run_1/flops_by_reg.png
Bar = 20 um. Other sequential cells in the stronger gray, the rest of the logic in the fainter gray.
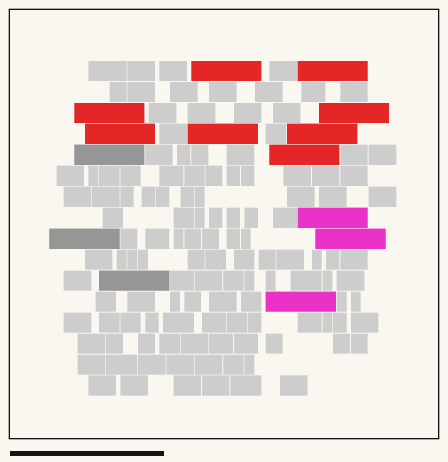
run_1/logic_types.png
Bar = 20 um.
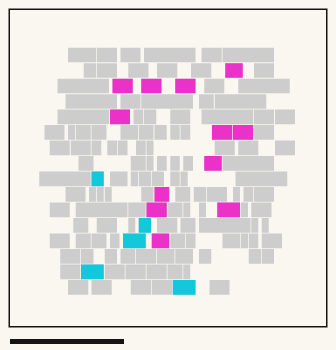
run_1/congestion.png
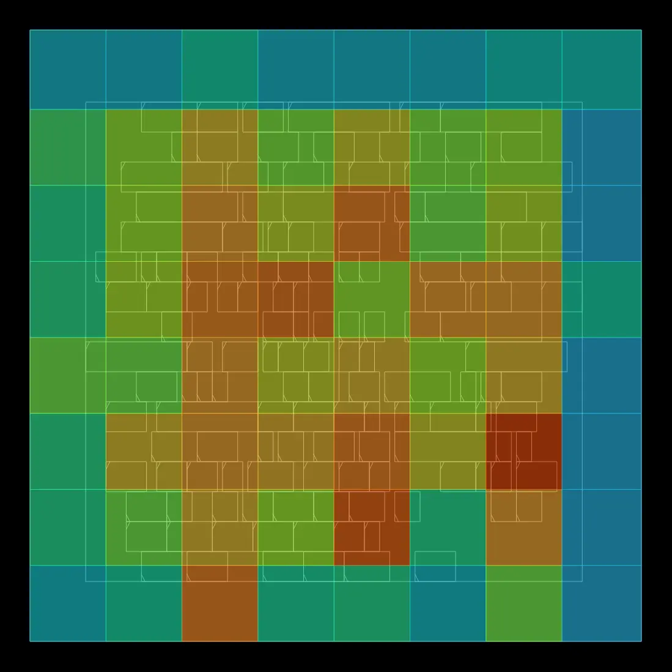
File: src/rtl/pcs_rx_decoder_sm.sv
// PCS receive state machine: frames PAM5 symbol vectors into rxd/rx_dv/rx_er.
// Define PCS_RX_ERR_CNT_EN to add the saturating io_err_count output.
module pcs_rx_decoder_sm (
    input  logic       clock,
    input  logic       reset,
    input  logic       io_rx_symb_vector_valid,
    output logic       io_rx_symb_vector_ready,
    input  logic [2:0] io_rx_symb_vector_bits_0,
    input  logic [2:0] io_rx_symb_vector_bits_1,
    input  logic [2:0] io_rx_symb_vector_bits_2,
    input  logic [2:0] io_rx_symb_vector_bits_3,
    input  logic [7:0] io_decoded_rx_symb_vector,
    input  logic       io_loc_rcvr_status,
    input  logic       io_pcs_reset,
    output logic [7:0] io_rxd,
    output logic       io_rx_dv,
    output logic       io_rx_er,
    output logic       io_rxerror_status
`ifdef PCS_RX_ERR_CNT_EN
    ,
    output logic [7:0] io_err_count
`endif
);

    typedef enum logic [2:0] {
        S_IDLE, S_SSD1_SEEN, S_DATA, S_ESD1_SEEN, S_FALSE_CARRIER
    } state_t;

    localparam logic signed [2:0] SYM_P2 = 3'sd2;
    localparam logic signed [2:0] SYM_M2 = -3'sd2;
    localparam logic [7:0] RXD_FC  = 8'h0E;
    localparam logic [7:0] RXD_SFD = 8'h55;

    function automatic logic sym_legal(input logic signed [2:0] s);
        return (s >= SYM_M2) && (s <= SYM_P2);
    endfunction

    function automatic logic sym_idle(input logic signed [2:0] s);
        return (s == SYM_M2) || (s == 3'sd0) || (s == SYM_P2);
    endfunction

    function automatic logic [7:0] sat_inc(input logic [7:0] v);
        return (v == 8'hFF) ? v : v + 8'd1;
    endfunction

    state_t           state_q, state_nxt;
    logic signed [2:0] sym [4];
    logic             accept, any_illegal, all_idle, is_d1, is_d2;
    logic [7:0]       rxd_nxt, cnt_q, cnt_nxt;
    logic             dv_nxt, er_nxt, sts_nxt;

    assign sym[0] = io_rx_symb_vector_bits_0;
    assign sym[1] = io_rx_symb_vector_bits_1;
    assign sym[2] = io_rx_symb_vector_bits_2;
    assign sym[3] = io_rx_symb_vector_bits_3;

    assign io_rx_symb_vector_ready = ~reset;
    assign accept = io_rx_symb_vector_valid & io_rx_symb_vector_ready;

    always_comb begin
        any_illegal = 1'b0;
        all_idle    = 1'b1;
        for (int i = 0; i < 4; i++) begin
            any_illegal = any_illegal | ~sym_legal(sym[i]);
            all_idle    = all_idle & sym_idle(sym[i]);
        end
        is_d1 = (sym[0] == SYM_P2) && (sym[1] == SYM_P2) && (sym[2] == SYM_P2) && (sym[3] == SYM_P2);
        is_d2 = (sym[0] == SYM_P2) && (sym[1] == SYM_P2) && (sym[2] == SYM_P2) && (sym[3] == SYM_M2);
    end

    always_comb begin
        state_nxt = state_q;
        rxd_nxt   = io_rxd;
        dv_nxt    = io_rx_dv;
        er_nxt    = io_rx_er;
        sts_nxt   = io_rxerror_status;
        cnt_nxt   = cnt_q;
        if (io_pcs_reset) begin
            state_nxt = S_IDLE;
            rxd_nxt   = 8'h00;
            dv_nxt    = 1'b0;
            er_nxt    = 1'b0;
            sts_nxt   = 1'b0;
            cnt_nxt   = 8'h00;
        end else if (accept) begin
            rxd_nxt = 8'h00;
            dv_nxt  = 1'b0;
            er_nxt  = 1'b0;
            case (state_q)
                S_IDLE: begin
                    // SSD1 is itself an idle-class vector, so it must be tested first
                    if (is_d1) begin
                        state_nxt = S_SSD1_SEEN;
                    end else if (!all_idle) begin
                        state_nxt = S_FALSE_CARRIER;
                        er_nxt    = 1'b1;
                        rxd_nxt   = RXD_FC;
                    end
                end
                S_SSD1_SEEN: begin
                    if (is_d2) begin
                        state_nxt = S_DATA;
                        dv_nxt    = 1'b1;
                        rxd_nxt   = RXD_SFD;
                    end else begin
                        state_nxt = S_FALSE_CARRIER;
                        er_nxt    = 1'b1;
                        rxd_nxt   = RXD_FC;
                    end
                end
                S_DATA: begin
                    if (!io_loc_rcvr_status) begin
                        state_nxt = S_IDLE;
                        dv_nxt    = 1'b1;
                        er_nxt    = 1'b1;
                    end else if (is_d1) begin
                        state_nxt = S_ESD1_SEEN;
                    end else begin
                        dv_nxt  = 1'b1;
                        er_nxt  = any_illegal;
                        rxd_nxt = io_decoded_rx_symb_vector;
                    end
                end
                S_ESD1_SEEN: begin
                    // Link loss and a bad second delimiter both end as an error beat
                    state_nxt = S_IDLE;
                    if (!io_loc_rcvr_status || !is_d2) begin
                        dv_nxt = 1'b1;
                        er_nxt = 1'b1;
                    end
                end
                S_FALSE_CARRIER: begin
                    if (all_idle) begin
                        state_nxt = S_IDLE;
                    end else begin
                        er_nxt  = 1'b1;
                        rxd_nxt = RXD_FC;
                    end
                end
                default: state_nxt = S_IDLE;
            endcase
            if (er_nxt) begin
                sts_nxt = 1'b1;
                cnt_nxt = sat_inc(cnt_q);
            end
        end
    end

    always_ff @(posedge clock or posedge reset) begin
        if (reset) begin
            state_q <= S_IDLE;
        end else begin
            state_q <= state_nxt;
        end
    end

    always_ff @(posedge clock or posedge reset) begin
        if (reset) begin
            io_rxd            <= 8'h00;
            io_rx_dv          <= 1'b0;
            io_rx_er          <= 1'b0;
            io_rxerror_status <= 1'b0;
            cnt_q             <= 8'h00;
        end else begin
            io_rxd            <= rxd_nxt;
            io_rx_dv          <= dv_nxt;
            io_rx_er          <= er_nxt;
            io_rxerror_status <= sts_nxt;
            cnt_q             <= cnt_nxt;
        end
    end

`ifdef PCS_RX_ERR_CNT_EN
    assign io_err_count = cnt_q;
`else
    logic unused_cnt;
    assign unused_cnt = ^cnt_q;
`endif

endmodule

File: config.mk
export PLATFORM = sky130hd
export DESIGN_NAME = pcs_rx_decoder_sm
export DESIGN_NICKNAME = d
export VERILOG_FILES = /design/src/rtl/pcs_rx_decoder_sm.sv
export SDC_FILE = /design/constraint.sdc
export NUM_CORES = 1
export LEC_CHECK = 0
export CORE_MARGIN = 5
export CORE_UTILIZATION = 45
export CTS_CLUSTER_SIZE = 10
export DETAILED_ROUTE_END_ITERATION = 12
export GPL_ROUTABILITY_DRIVEN = 1
export HOLD_SLACK_MARGIN = 0.12
export PLACE_DENSITY_LB_ADDON = 0.25
export SYNTH_ARGS = -nofsm -noshare
export SYNTH_HDL_FRONTEND = slang
export SYNTH_SLANG_ARGS = --single-unit
File: constraint.sdc
create_clock -name clock -period 4.3 [get_ports clock]
set_input_delay 0.43 -clock clock [delete_from_list [all_inputs] [get_ports clock]]
set_output_delay 0.43 -clock clock [all_outputs]
set_load 0.1 [all_outputs]
==> results.py, run 1 <==
# Flow results
metrics = {
    "finish": {
        "buf_share": 0.2748,
        "comb_cells": 80,
        "combGateArea_um2": 543.0,
        "n_sequential_cell": 14,
        "num_antenna_cells": 0,
        "clock_cell_area_share": 0.02710,
        "comb_share": 0.4056,
        "final_cell_area_um2": 1339,
        "dominant_cells": "logic gates",
        "area.sequential_um2": 350.3,
        "drive_above_1_share": 0.05109,
    },
    "synth": {
        "asyncSetResetFlopFracSynth": 1.000,
        "post_synth_instance_area_um2": 932.1,
        "ys_area_um2": 932.1,
        "yosys_cells": 102,
        "synth_cells": 102,
        "yosysWarningCount": 0,
        "yosysSeqAreaShare": 0.3758,
        "cell_types_occupying_the_most_area_after_synthesis": "sky130_fd_sc_hd__dfrtp_1 (38%), sky130_fd_sc_hd__a221o_1 (7.5%), sky130_fd_sc_hd__nand2b_1 (6.7%)",
        "largest_area_cell": "sky130_fd_sc_hd__dfrtp_1",
    },
    "clock_tree": {
        "cts_setup_buffers": 0,
        "cts-resized-gates": 0,
        "cts.htree.levels": 1,
        "cts-buffers-inserted": 3,
        "clk_path_buf_depth": 2,
    },
    "worst_setup_path": {
        "worst_path_dominant_cell_family": "buffers and inverters",
        "setup.worst_path.start_class": "input port",
        "slowest_delay_ns": 1.17,
        "worst-setup-path-type": "in2out",
        "worstPathRequired_ns": 3.87,
        "cp_data_arrival_time_ns": 2.30,
    },
    "final_timing": {
        "final-max-slew-violation-count": 0,
        "worst_pin_slew_ns": 0.9765,
        "final.min_clock_period_ns": 2.731,
        "setup_viol": 0,
        "timing.final.hold_violations": 0,
        "rsz0062_at_grt": "no",
        "worst_slew_margin_rel": 0.3469,
    },
    "route": {
        "met2_wirelength_um": 1199,
        "met3_wirelength_um": 120,
        "wl_met1_um": 1176,
        "via_per_inst": 5.652,
        "remaining_drc_errors": 0,
    },
    "floorplan": {
        "tap-cell-count": 27,
        "initial_utilization": 0.4751,
        "die_width_um": 55.51,
    },
    "global_routing": {
        "gr-usage-all-layers": 0.1723,
        "antenna_found_initial": 0,
        "first_global_vias": 954,
        "grt_overflow_total": 0,
    },
    "placement": {
        "globalplace.congestion": 0.7965,
        "placement.io_buffers": 36,
    },
    "flow_run": {
        "warnings": 26,
    },
    "pwr": {
        "max-vdd-ir-drop_uv": 216.5,
    },
    "status": {
        "run_status": "complete, no violations",
    },
}
-- flops_by_reg.png (at the start) --
- red: io_rxd (flops 8)
- magenta: state_q (flops 3)

-- logic_types.png (at the start) --
- magenta: AND-OR and OR-AND gates (cells 12; most used a221o_1)
- cyan: AND and OR gates (cells 5; most used or4bb_1; where bottom middle)

-- congestion.png (at the start) --
routing usage on met3: 0.04895
drt wl/cell: 15.25 um
busiest grt layer: met2
met2 capacity usage during global routing: 0.2736
M1 GR Usage: 0.2345

==> run 1: flip-flops by register name, summed over array words and instances, names as in the netlist <==
name	cells
io_rx_dv	1
io_rxerror_status	1
io_rx_er	1
io_rxd	8
state_q	3
==> run 1: power by group <==
group	internal, uW	switching [uW]	leakage (uW)
Sequential	135	3.86	0.000191
Clock	51.5	41.6	0.0000210
Combinational	37.4	52.2	0.000311
==> run 1: worst min-delay path: stages <==
cell and delay, ns:
sky130_fd_sc_hd__clkdlybuf4s50_1 0.42, sky130_fd_sc_hd__inv_1 0.06, sky130_fd_sc_hd__buf_4 0.22
==> run 1: worst paths after layout <==
| check | from | to | slack [ns] | cells past startpoint |
|---|---|---|---|---|
| min | reset | io_rxd[0] | 0.48 | 3 |
| max in group asynchronous | reset | io_rxd[2] | 3.65 | 3 |
| min in group clock | io_rxd[5] | io_rxd[5] | 0.52 | 1 |
| max reg2reg | state_q[1] | io_rxd[6] | 2.21 | 4 |
| min reg2reg | io_rxd[5] | io_rxd[5] | 0.52 | 1 |
| max | reset | io_rx_symb_vector_ready | 1.57 | 4 |
==> run 1: stage by stage <==
| step | total power, uW | instances | util |
|---|---|---|---|
| floorplan | 192.3 | 102 | - |
| global placement | 229.4 | 160 | 0.6639 |
| detailed placement | 230.9 | 160 | 0.6639 |
| CTS | 326.9 | 164 | 0.6824 |
| global route | 337.6 | 164 | 0.6824 |
| finish | 321.9 | 164 | 0.6824 |
==> run 1: kinds of logic (layout without fill, tap and decap cells) <==
group,Yosys count,in the layout,synth area share
AOI/OAI and AO/OA,32,32,0.2591
xor gates and xnor gates,2,2,0.01880
DFF,14,14,0.3758
and+or+nand+nor,43,43,0.2725
buffers and inverters,8,43,0.04160
muxes,3,3,0.03222
## Run 2: what changed since run 1
- CORE_UTILIZATION: 45 -> 38
- clock period: 4.3 -> 2.3 ns (I/O delays scaled with it)
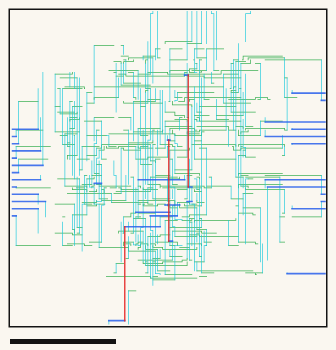
run_2/wires.png
Bar = 20 um.
- red: metal 4 (wire length 57.8 um)
- blue: metal 3 (wire length 158 um)
- cyan: metal 2 (wire length 1,360 um)
- green: metal 1 (wire length 1,040 um)

==> run 2 against run 1 <==
  * Sequential share of layout area fell by 1.5 points
  * Worst setup slack got worse by 1.4 ns
  * Power increased by 93%
  * Die area rose by 15%
  * Critical path depth grew 1
  * Global-route usage decreased by 1.7 points
  * Routed wire length rose by 4.4%
  * Hold slack worse by 0.17 ns
  * Cell count is 9.8% higher
  * Count of clock-buffer cells in the layout unchanged
  * First-iteration DRC count grew 64%
  * Synthesized area unchanged
  * Largest cell class unchanged
==> results.py, run 2 <==
# Flow results
metrics = {
    "synth": {
        "asyncSetResetFlopFracSynth": 1.000,
        "synthSimpleGateAreaFrac": 0.2725,
        "largest_area_cell": "sky130_fd_sc_hd__dfrtp_1",
        "ys_area_um2": 932.1,
        "yosys.area_share.xor_xnor": 0.01879,
        "synth_cells": 102,
        "yosysWarningCount": 0,
        "yosys_cells": 102,
        "yosysSeqAreaShare": 0.3758,
        "post_synth_instance_area_um2": 932.1,
        "netlist-cell-type-count": 34,
        "netlist_logic_family_top": "simple AND/OR/NAND/NOR gates",
        "compound_area_frac": 0.2591,
        "synthAdderAreaFrac": 0,
        "synth.area.mux_share": 0.03221,
        "cell_types_occupying_the_most_area_after_synthesis": "sky130_fd_sc_hd__dfrtp_1 (38%), sky130_fd_sc_hd__a221o_1 (7.5%), sky130_fd_sc_hd__nand2b_1 (6.7%)",
    },
    "global_routing": {
        "grt_overflow_total": 0,
        "first_global_vias": 1033,
        "antenna_found_initial": 0,
    },
    "worst_setup_path": {
        "timing.critical_path.to_type": "flip-flop",
        "worstPathRequired_ns": 2.46,
        "worstPathCellList": "clkdlybuf4s50_1 > or4bb_1 > or3_1 > a2111oi_0 > a211oi_1",
        "worst-path-buf-inv": 1,
        "worst-setup-path-type": "in2reg",
        "cp_data_arrival_time_ns": 2.30,
        "setup.worst_path.start_class": "input port",
        "slowest_delay_ns": 0.50,
        "worst_path_dominant_cell_family": "simple AND/OR/NAND/NOR gates",
    },
    "route": {
        "num_vias": 1003,
        "via_per_inst": 5.572,
        "met2_wirelength_um": 1355,
        "remaining_drc_errors": 0,
        "wl_met1_um": 1041,
        "met3_wirelength_um": 158,
        "route.top_layer_used": "met4",
        "wl_per_cell_um": 14.51,
    },
    "placement": {
        "placement.io_buffers": 36,
        "placed_cells": 176,
        "globalplace.congestion": 0.8156,
    },
    "clock_tree": {
        "worst_setup_hold_path_clk_slew_ns": 0.09,
        "cts-resized-gates": 0,
        "cts_num_sinks": 14,
        "cts-buffers-inserted": 3,
        "clk_path_buf_depth": 2,
        "cts_setup_buffers": 0,
        "cts.htree.levels": 1,
    },
    "final_timing": {
        "worst_pin_slew_ns": 0.8404,
        "final-max-slew-violation-count": 0,
        "final.min_clock_period_ns": 2.145,
        "timing.final.hold_violations": 0,
        "setup_viol": 0,
        "rsz0062_at_grt": "no",
        "worst_slew_margin_rel": 0.4354,
    },
    "finish": {
        "final_cell_area_um2": 1423,
        "reg_top3": "io_rxd x8, state_q x3",
        "max_flop_register": "io_rxd",
        "largest_reg_flops": 8,
        "num_antenna_cells": 0,
        "drive_above_1_share": 0.2133,
        "non_filler_instances": 180,
        "fin_nets": 176,
    },
    "floorplan": {
        "initial_utilization": 0.3868,
        "design.die.area_um2": 3543,
        "die_width_um": 59.53,
    },
    "pwr": {
        "power_frac_clock": 0.290,
        "seq_cell_power_uw": 261,
        "power.share.switching": 0.3086,
        "switching_power_uw": 192.1,
        "power_combinational_uw": 181,
        "clock_net_power_uw": 181,
        "max-vdd-ir-drop_uv": 239.7,
        "p_comb_frac": 0.291,
        "top_power_group": "registers",
        "p_seq_frac": 0.419,
        "internal_power_uw": 430.4,
    },
    "flow_run": {
        "warnings": 26,
    },
    "status": {
        "run_status": "complete, no violations",
    },
}
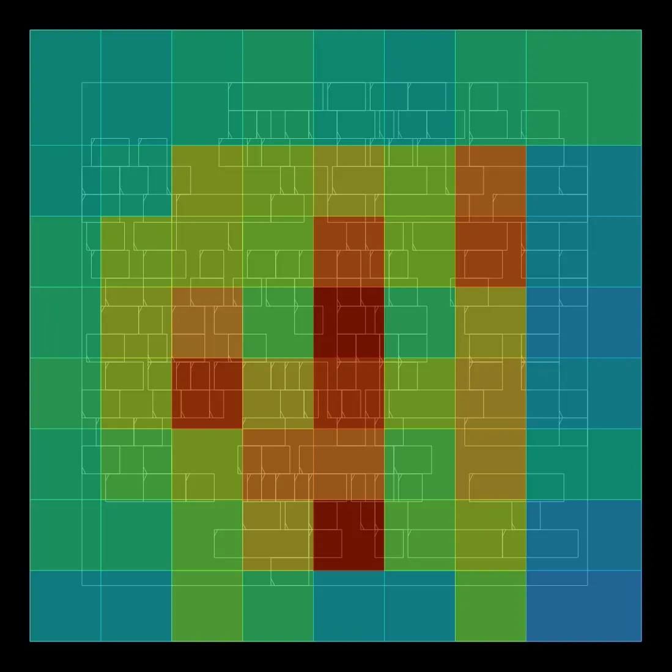
run_2/congestion.png
met2 capacity usage during global routing: 0.2902
total routing resource utilization after global routing: 0.1552
routing usage on met3: 0.02614

## run 2: cell counts after synthesis
Identical to the previous run, type by type.
## run 2: final timing paths
kind / from / cells after the start / end / slack [ns]
worst max-delay path: io_rx_symb_vector_bits_2[1] / 5 / io_rx_er / 0.15
worst min-delay path: reset / 3 / io_rx_er / 0.30
worst max register to register: state_q[1] / 4 / io_rxd[6] / 0.32
worst min register to register: io_rxd[5] / 1 / io_rxd[5] / 0.52
max in group asynchronous: reset / 3 / state_q[1] / 1.81
min in group clock: io_rxd[5] / 1 / io_rxd[5] / 0.52
## run 2: through the flow
| stage | TNS (ns) | worst slack [ns] | util | power, uW | hold WS, ns |
|---|---|---|---|---|---|
| global route | 0 | 0.004121 | 0.5903 | 649.1 | 0.3531 |
| global placement | -0.2697 | -0.06703 | 0.5753 | 444.1 | 0.4975 |
| detailed placement | -0.8253 | -0.1337 | 0.5753 | 446.6 | 0.5052 |
| floorplan | 0 | 0.2846 | - | 359.5 | 0.3627 |
| finish | 0 | 0.1545 | 0.5903 | 622.5 | 0.3023 |
| CTS | 0 | 0.1566 | 0.5903 | 630.5 | 0.2969 |
## run 2: cell type report
type / instances / area, um2 / share of cell area
inverters: 2 / 7.507 / 0.005277
repair buffers: 50 / 447.9 / 0.3149
multi-input cells: 80 / 543.0 / 0.3817
well taps: 30 / 37.54 / 0.02639
flip-flops and latches: 14 / 350.3 / 0.2463
clock buffers: 4 / 36.28 / 0.02551
## run 2: metal layers
| metal | vias to the layer above | global-route usage |
|---|---|---|
| met1 | 470 | 0.1691 |
| met4 | 0 | 0.06646 |
| met2 | 43 | 0.2902 |
| met5 | - | 0 |
| met3 | 6 | 0.02614 |
| li1 | 484 | - |
## Run 3: what changed since run 2
- RECOVER_POWER: unset -> 100
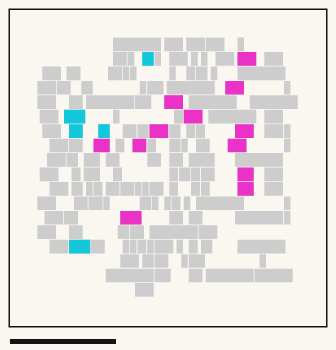
run_3/logic_types.png
Bar = 20 um.
- cyan: AND and OR gates (cells 5; most used or4bb_1)
- magenta: AND-OR and OR-AND gates (cells 12; most used a221o_1)

==> run 3 against run 2 <==
  * Synthesized area unchanged
  * Clock power about the same
  * Sequential power about the same
  * Worst setup slack worse by 0.015 ns
  * Global-route usage unchanged
  * Count of clock-buffer cells in the layout unchanged
  * Sequential cell count unchanged
  * Combinational power down 4%
  * Critical path depth up 2
  * Largest power group unchanged
==> results.py, run 3 <==
# Flow results
metrics = {
    "worst_setup_path": {
        "worst_path_dominant_cell_family": "simple AND/OR/NAND/NOR gates",
        "worstPathRequired_ns": 2.47,
        "setup.worst_path.start_class": "input port",
        "worst-path-buf-inv": 2,
        "cp_data_arrival_time_ns": 2.33,
    },
    "pwr": {
        "switching_power_uw": 192.4,
        "power_frac_clock": 0.296,
        "internal_power_uw": 423.3,
        "p_comb_frac": 0.281,
        "power.share.switching": 0.3125,
    },
    "synth": {
        "yosys_cells": 102,
        "netlist-cell-type-count": 34,
        "synth_cells": 102,
        "post_synth_instance_area_um2": 932.1,
        "yosysSeqAreaShare": 0.3758,
        "cell_types_occupying_the_most_area_after_synthesis": "sky130_fd_sc_hd__dfrtp_1 (38%), sky130_fd_sc_hd__a221o_1 (7.5%), sky130_fd_sc_hd__nand2b_1 (6.7%)",
    },
    "floorplan": {
        "initial_utilization": 0.3868,
        "design.die.area_um2": 3543,
    },
    "final_timing": {
        "final-max-slew-violation-count": 0,
        "final.min_clock_period_ns": 2.161,
        "fin_tns_setup_ns": 0,
        "worst_slew_margin_rel": 0.2125,
        "setup_viol": 0,
        "worst_slack_ns": 0.1391,
        "timing.final.hold_violations": 0,
    },
    "clock_tree": {
        "cts-resized-gates": 0,
        "cts_setup_buffers": 0,
        "cts_num_sinks": 14,
    },
    "finish": {
        "final_cell_area_um2": 1363,
        "area.sequential_um2": 350.3,
        "drive_above_1_share": 0.1133,
        "final_core_util": 0.5654,
        "fin_nets": 176,
    },
    "placement": {
        "placed_cells": 176,
        "placement.io_buffers": 36,
        "globalplace.congestion": 0.8156,
    },
    "route": {
        "via_per_inst": 5.533,
    },
    "global_routing": {
        "grt_overflow_total": 0,
        "gr-usage-all-layers": 0.1552,
        "first_global_vias": 1033,
        "antenna_found_initial": 0,
    },
    "status": {
        "run_status": "complete, no violations",
    },
    "flow_run": {
        "warnings": 26,
    },
}
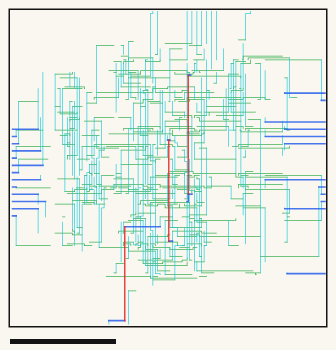
run_3/wires.png
Bar = 20 um.
- red: metal 4 (wire length 59.2 um)
- green: metal 1 (wire length 1,050 um)
- blue: metal 3 (wire length 130 um)
- cyan: metal 2 (wire length 1,370 um)

## run 3: path summary, 6_finish.rpt
| check | cells after the start | slack, ns | to | start |
|---|---|---|---|---|
| min in group asynchronous | 3 | 0.68 | io_rx_er | reset |
| worst min-delay path | 1 | 0.52 | io_rxd[0] | io_rxd[0] |
| worst max-delay path | 7 | 0.14 | state_q[1] | io_rx_symb_vector_bits_2[1] |
| worst max register to register | 4 | 0.32 | io_rxd[6] | state_q[1] |
| worst min register to register | 1 | 0.52 | io_rxd[0] | io_rxd[0] |
| max in group asynchronous | 3 | 1.07 | state_q[1] | reset |
## run 3: kinds of logic after synthesis
kind of cell | after synthesis | synth area share
AOI/OAI and AO/OA | 32 | 0.2591
xor gates and xnor gates | 2 | 0.01880
buffers and inverters | 8 | 0.04160
DFF | 14 | 0.3758
muxes | 3 | 0.03222
and+or+nand+nor | 43 | 0.2725
## run 3: power by group through the flow
stage	combinational, uW	sequential, uW	clock, uW
4_1_cts	182	260	188
2_1_floorplan	54.5	305	0
3_3_place_gp	179	265	0
6_report	173	260	182
5_1_grt	185	261	195
3_5_place_dp	181	265	0
## run 3: layout make-up
cell class                 instances  area share
sequential                        14      0.2571
tap                               30     0.02755
timing repair buffer              50      0.2911
inverter                           2    0.005510
clock buffer                       4     0.02663
multi-input combinational         80      0.3921
## run 3: metal layers
layer / wire [um] / track usage / share of wire
met3: 129 / 0.02614 / 0.049
met4: 59 / 0.06646 / 0.023
met5: 0 / 0 / 0
met2: 1366 / 0.2902 / 0.52
met1: 1051 / 0.1691 / 0.40
## run 3: per-stage QoR
stage               power [uW]  hold WS, ns
global placement         444.1       0.4975
detailed placement       446.6       0.5052
CTS                      630.5       0.2969
finish                   615.7       0.5172
floorplan                359.5       0.3627
global route             641.3       0.5330
Power figures rest on the tool's default switching activity, not on a simulated workload.
